Design cpu_prog_mem, sky130hd; sources not shown.
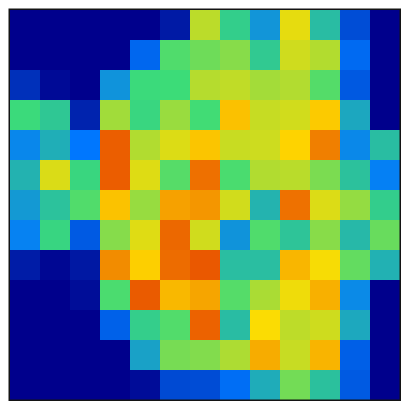
(images/util_map.png)
Drawn at 3 px/um. The die is cut into 13 by 13 equal tiles; dark blue is low, red is high, 0 to 100% covered.
tiles over 75% full: 15%
emptiest ninth of the die: south-west
nearly empty tiles: 19%
densest ninth of the die: centre
fp util: 0.435
Core Region: 15700 um^2
Final Util: 0.481

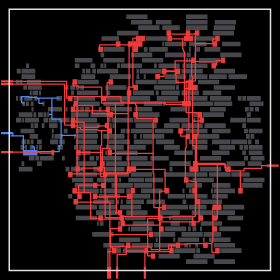
(images/port_trees.png)
Drawn at 2 px/um.
| colour | port | bits | direction | end cells | buffers | wire |
|---|---|---|---|---|---|---|
| red | `ld_data` | 8 | input | 98 | 0 | 1880 um |
| blue | `ld_ready` | 1 | output | 1 | 0 | 109 um |
IO Pins: 41
PortBufs: 0

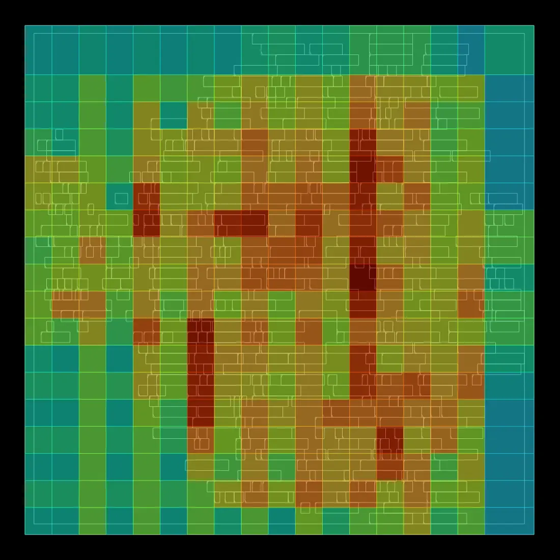
(images/congestion_map.png)
GR Util met2: 0.324
post-DR wirelength/cell: 23.5 um

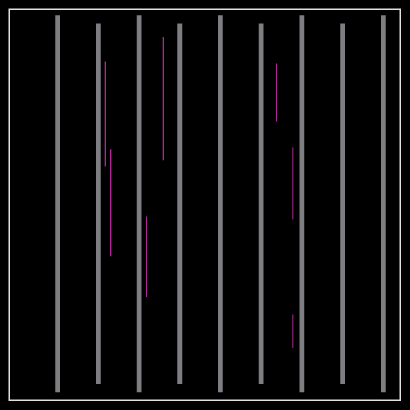
(images/m4.png)
Drawn at 3 px/um. Supply wires on this layer in grey.
longest straight run: 40.8 um
main direction: vertical
nets with wire on the layer: 3
vias: 3900
final wirelength: 15.9 mm

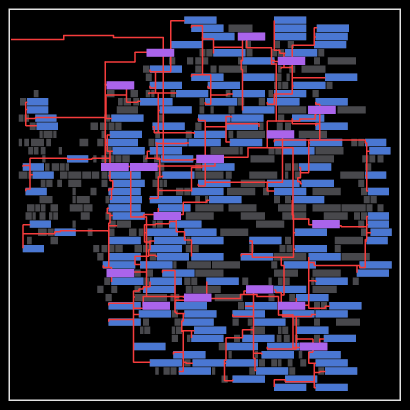
(images/clock_wires.png)
Drawn at 3 px/um.
[blue] flip-flops | count: 147
[purple] clock-net drivers | count: 17
[red] clock wires | length: 1780 um
routed clock nets: 18
Power Clock: 2120 uW
Late-Pin Clk Latency: 0.43 ns

==> out/qor.csv <==
metric,value,unit
DRC Markers,0,
FP Rows,46,
"Cell Area, Synth",6810,um^2
flops out of synthesis,147,
Finished Cell Area,7530,um^2
sequential area share after synthesis,0.620,
Register Area,4220,um^2
die height,130,um
RSZ-0062 raised after global routing,false,
Final Hold Viols,0,
"Max stage delay cell, worst path",mux4_1,
worst slack at placement,0.372,ns
Design Power,4710,uW
Worst slew margin,0.506,
pin count of the biggest net entering global routing,33,
CP Cell Sequence,"mux4_1, mux4_2, and2_1",
# nets final,473,
Max Clk Rate,0.367,GHz
Chip Area,16900,um^2
Max-area cell share,0.564,
CTS Hold Bufs,0,
die span in x,130,um
final worst slack,0.172,ns
clk slew on worst S/H paths,0.06,ns
Startpoint Class,register,
post-synth net total,481,
vias in the first global route,3819,
first-pass GRT wire length,24.2,mm
"Avg Cell Area, Syn",14.9,um^2
share of the clock period used by the worst path,0.941,
status,finished clean,
Netlist cell types,32,
Largest register FFs,128,
count of library flops with an enable pin,128,
Iteration-0 DRC Markers,547,
max_cap viols,0,
clock tree from TritonCTS,done,
Yosys top cell by area,edfxtp_1,
WHS Path Cells,1,
fin. max-slew vios,0,
CTS buffer count,17,
flop2flop setup slack,0.50,ns
clock root cell,clkbuf_16,
htree depth,4,
Leakage,0.00241,uW
CP top delay family,multiplexers,
-- worst register-to-register path: stages (launching register included) --
cell,delay (ns)
dfxtp_1,0.64
nand4b_1,0.48
nor3_1,0.61
or2_2,0.32
-- cells in the mapped netlist (6+ instances only) --
cell and instances:
or2_2 21, nand2_1 15, nor2_1 17, clkbuf_1 29, a21oi_1 7, mux4_1 26, nor4_1 6, mux4_2 14
and2_1 64, nor3_1 19, or3_1 35, ha_1 6, edfxtp_1 128, inv_1 6, nand2b_1 14, dfxtp_1 19
-- power by group --
| group | internal, uW | switching, uW | total (uW) |
|---|---|---|---|
| Sequential | 2360 | 31.0 | 2390 |
| Clock | 1300 | 817 | 2120 |
| Combinational | 103 | 102 | 206 |
| Total | 3760 | 950 | 4710 |
-- cells by family after synthesis --
logic type,Yosys count,synth area share
simple gates,202,0.171
buf+inv,44,0.0338
fa+ha+maj,6,0.0110
xor+xnor,2,0.00257
mux,40,0.147
flops,147,0.620
compound gates,17,0.0145
-- metal layers --
| layer | vias up | wire [um] | global-route usage |
|---|---|---|---|
| met1 | 1969 | 6710 | 0.278 |
| met5 | - | 0 | 0 |
| met3 | 16 | 1280 | 0.0537 |
| met4 | 0 | 191 | 0.0614 |
| li1 | 1728 | - | - |
| met2 | 187 | 7740 | 0.324 |
-- cell type report --
cell class                 count  area share
timing repair buffer          11      0.0126
sequential                   147       0.561
clock buffer                  25      0.0631
multi-input combinational    267       0.313
clock inverter                 6      0.0110
antenna                        1    0.000332
inverter                       6     0.00299
tap                          216      0.0359
-- through the flow --
stage          std cells  utilization  hold slack (ns)
3_5_place_dp         647        0.445            0.475
3_3_place_gp         647        0.445            0.444
2_1_floorplan        458            -            0.424
6_report             679        0.481            0.173
4_1_cts              678        0.481            0.151
5_1_grt              678        0.481            0.162
Power figures rest on the tool's default switching activity, not on a simulated workload.
